Cell density map:
The die is cut into 8 by 8 equal tiles; dark blue is low, red is high, 0 to 100% covered.
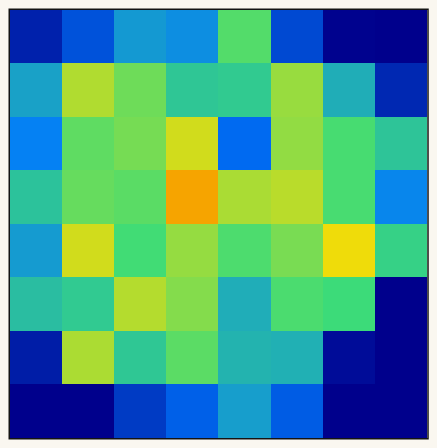
Routing congestion map:
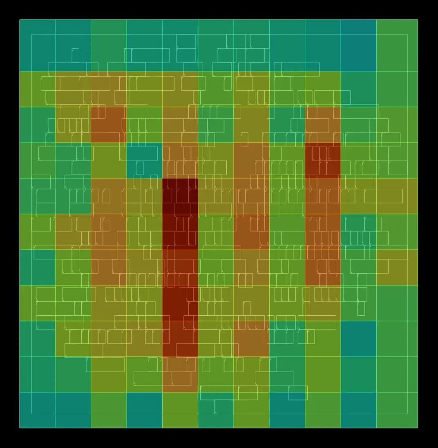
Signal wires by layer:
Scale bar: 20 µm.
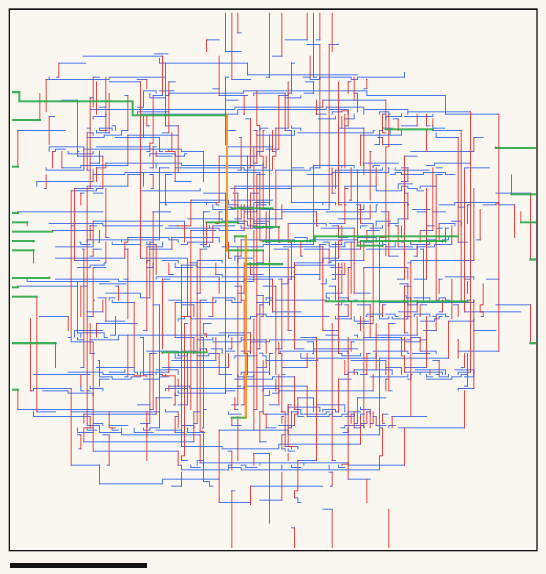
Gate families picked out:
Scale bar: 20 µm.
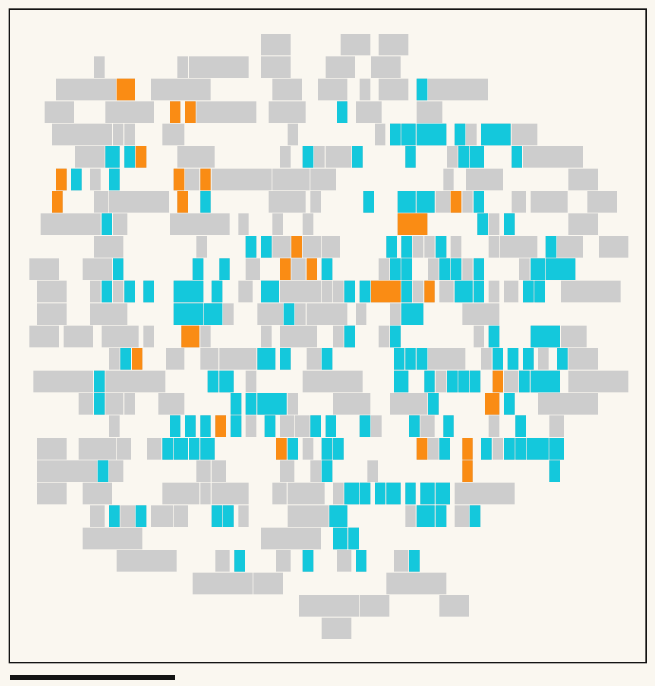
Clock distribution:
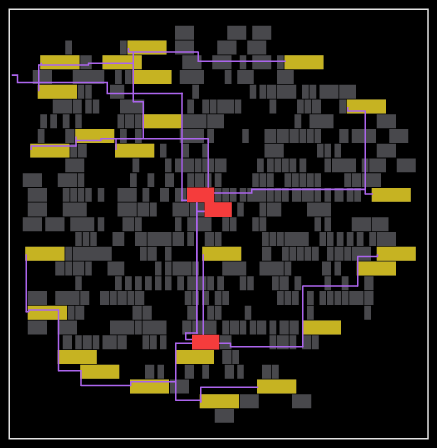
==> config.mk <==
export PLATFORM = sky130hd
export DESIGN_NAME = nibble_product_accumulator_flat
export DESIGN_NICKNAME = d
export VERILOG_FILES = /design/src/rtl/nibble_product_accumulator_pkg.sv /design/src/rtl/nibble_product_accumulator_if.sv /design/src/rtl/nibble_product_accumulator_shift_add.sv /design/src/rtl/nibble_product_accumulator.sv /design/src/flat_wrapper.sv
export SDC_FILE = /design/constraint.sdc
export NUM_CORES = 1
export LEC_CHECK = 0
export ABC_AREA = 1
export CAP_MARGIN = 20
export CORE_AREA = 2 2 75 77
export CTS_CLUSTER_SIZE = 14
export DETAILED_ROUTE_END_ITERATION = 10
export DIE_AREA = 0 0 77 79
export REMOVE_ABC_BUFFERS = 1
export SYNTH_ARGS = -nofsm -noshare
export SYNTH_HDL_FRONTEND = slang
export SYNTH_SLANG_ARGS = --single-unit
export TNS_END_PERCENT = 50
==> constraint.sdc <==
create_clock -name clk -period 5.72 [get_ports clk]
set_input_delay 1.716 -clock clk [delete_from_list [all_inputs] [get_ports clk]]
set_output_delay 1.716 -clock clk [all_outputs]
set_load 0.1 [all_outputs]
==> flow_summary.toml <==
# synthesis and place-and-route metrics
[clock_tree]
cts_resized = 0
clock_path_buffers = 2
numCtsBuffers = 3
cts_tree = "yes"
postCtsSetupRepairBufs = 0
worstSkewPairLatency_ns = 0.28
hold_buffers = 0
root_buffer = "clkbuf_8"
clock_sinks = 24
cts_max_level = 1
clk_pin_slew_ns = 0.09

[power]
powerDensity_nw_per_um2 = 177.2
vdd_drop_max_mv = 0.09674
seqPwrFrac = 0.415
p_int_mw = 0.2642
p_comb_frac = 0.335
p_sw_frac = 0.3898
cellLeakagePower_nw = 1.255
p_switching_mw = 0.1688

[hold_path]
worstHoldPathType = "register to register"
min_delay_path_depth = 2

[setup_path]
r2r.worst_path.cells = 16
crit_chain = "clkdlybuf4s50_1"
critical_path.max_stage_delay_ns = 1.16
regToRegSetupSlack_ns = 3.08
path_buffers = 1
crit_cells = 1
worst_path_dominant_cell_family = "buffers and inverters"
crit_type = "register to primary output"
worst_setup_path_start_kind = "register"
slowest_stage = "clkdlybuf4s50_1"
required_ns = 4.00
end_kind = "primary output"
crit_fanout = 3
arrival_ns = 1.83

[timing]
relSlewSlack = 0.3443
finalSetupViolations = 0
hold_violations = 0
drv_slew = 0
tightestPinTransition_ns = 0.9805
period_used_share = 0.6193
fmaxAchievable_ghz = 0.2823
rsz0062_at_grt = "false"
fin_hold_ws_ns = 0.4951
fin_tns_setup_ns = 0
fin_crit_ns = 3.542

[job]
warning_count = 27
cap_violations = 0

[finish]
syn_to_final_growth_pct = 19.89
utilization = 0.4578
fill_cells = 580
largest_register_ffs = 16
final_cell_mix = "nand2_1 (106), inv_1 (55), clkdlybuf4s50_1 (30), dfxtp_1 (24), a21oi_1 (23)"
diodes = 0
drive_above_1_share = 0.1045

[synth]
edf_count = 0
synth_flops = 24
ff_type = "dfxtp_1"
ys_area_um2 = 2038
synthArstFlopShare = 0
synth_cell_types = 32
synthCells = 326
yosys_cells = 326
synth_seq_share = 0.2357
ys_warn_count = 0
syn_area_um2 = 2038
syn_avg_cell_area_um2 = 6.252

[place]
gp_congestion = 0.8311
portBuffers = 30
dpl.hpwl_um = 3928

[detailed_routing]
ant_nets = 0
vias_per_cell = 4.624
drc = 0
drtIter0Drc = 117
dr.pass1.iters = 5

[grt]
grt_max_degree = 20
overflow = 0
grt_pass1_vias = 1896
grt_antenna_before_repair = 0
grt_pass1_wl_um = 8825

[floorplan]
num_rows = 27
ioPinCount = 31
die_h_um = 79
die_width_um = 77
dieArea_um2 = 6083

[run_status]
status = "finished clean"
## Picture notes: 'cell density map'
nearly empty tiles	13%
emptiest ninth of the die	bottom right
tiles over 75% full	1.6%
Core Box Area: 5338 µm²
floorplan core density: 0.3819

## Picture notes: 'routing congestion map'
M1 GR Usage: 0.2467
layer with the highest usage: met2
met3 Track Usage GR: 0.02045

## Picture notes: 'signal wires by layer'
colour	layer	wire length
green	metal 3	191 µm
red	metal 2	2320 µm
blue	metal 1	2410 µm
orange	metal 4	46.2 µm
post-DR wirelength/cell: 11.67 µm
routed wire length: 4972 µm
total global-route track usage: 0.1815
via count: 1970

## Picture notes: 'gate families picked out'
colour	family	cells	most used
cyan	nand cells	138	nand2_1
orange	nor cells	25	nor2_1
Non-Filler Instances: 426
Commonest Layout Cell: nand2_1
Comb area share: 0.5284

## Picture notes: 'clock distribution'
[red] clock drivers | count: 3
[yellow] flip-flops | count: 24
[purple] clock wires | length: 425 µm
routed clock nets	4
Clock power frac: 0.250
P_clk: 0.108 mW
clk_skew: 0.01010 ns

==> power groups by stage <==
stage	Sequential [mW]	Combinational (mW)	Clock (mW)
5_1_grt	0.181	0.161	0.118
2_1_floorplan	0.222	0.0663	0
4_1_cts	0.180	0.147	0.111
6_report	0.180	0.145	0.108
3_3_place_gp	0.184	0.146	0
3_5_place_dp	0.184	0.146	0
==> per-layer routing <==
layer / track usage / wire length [µm] / vias to the layer above
met2: 0.3123 / 2321 / 41
met3: 0.02045 / 190 / 5
met5: 0 / 0 / -
met1: 0.2467 / 2414 / 844
li1: - / - / 1080
met4: 0.03750 / 46 / 0
==> stage by stage <==
step                worst slack (ns)  cell area (µm²)  power [mW]  instances
detailed placement             1.926             2402      0.3296        423
global placement               1.951             2402      0.3292        423
finish                         2.178             2444      0.4330        426
CTS                            2.148             2444      0.4371        426
floorplan                      2.619             2012      0.2883        321
global route                   1.956             2444      0.4603        426
==> layout make-up <==
cell class	count	area (µm²)	area share
Timing Repair Buffer	30	300.3	0.1229
Tap cell	72	90.09	0.03687
Inverter	64	240.2	0.09831
Clock buffer	3	41.29	0.01690
Multi-Input combinational cell	233	1291	0.5284
Sequential cell	24	480.5	0.1966
==> synth_stat cells (3+ instances only) <==
library cell    n  area (µm²)
ha_1           19       237.7
nand3_2         8       80.08
inv_2           9       33.78
nand2_2         6       37.54
a21oi_2         5       43.79
buf_2           3       15.01
dfxtp_1        24       480.5
a21oi_1        23       115.1
nand3_1        14       70.07
inv_1          55       206.5
nor2_1         20       75.07
nand2_1       106       397.9
a31oi_1         3       18.77
o21ai_0         8       40.04
==> kinds of logic after synthesis <==
logic type | Yosys count | share of synthesized area
adders and majority gates | 20 | 0.1265
AOI/OAI and AO/OA | 45 | 0.1332
and+or+nand+nor | 167 | 0.3696
DFF | 24 | 0.2357
xor gates and xnor gates | 1 | 0.004298
buffers and inverters | 69 | 0.1308
Power and IR drop assume default switching activity.
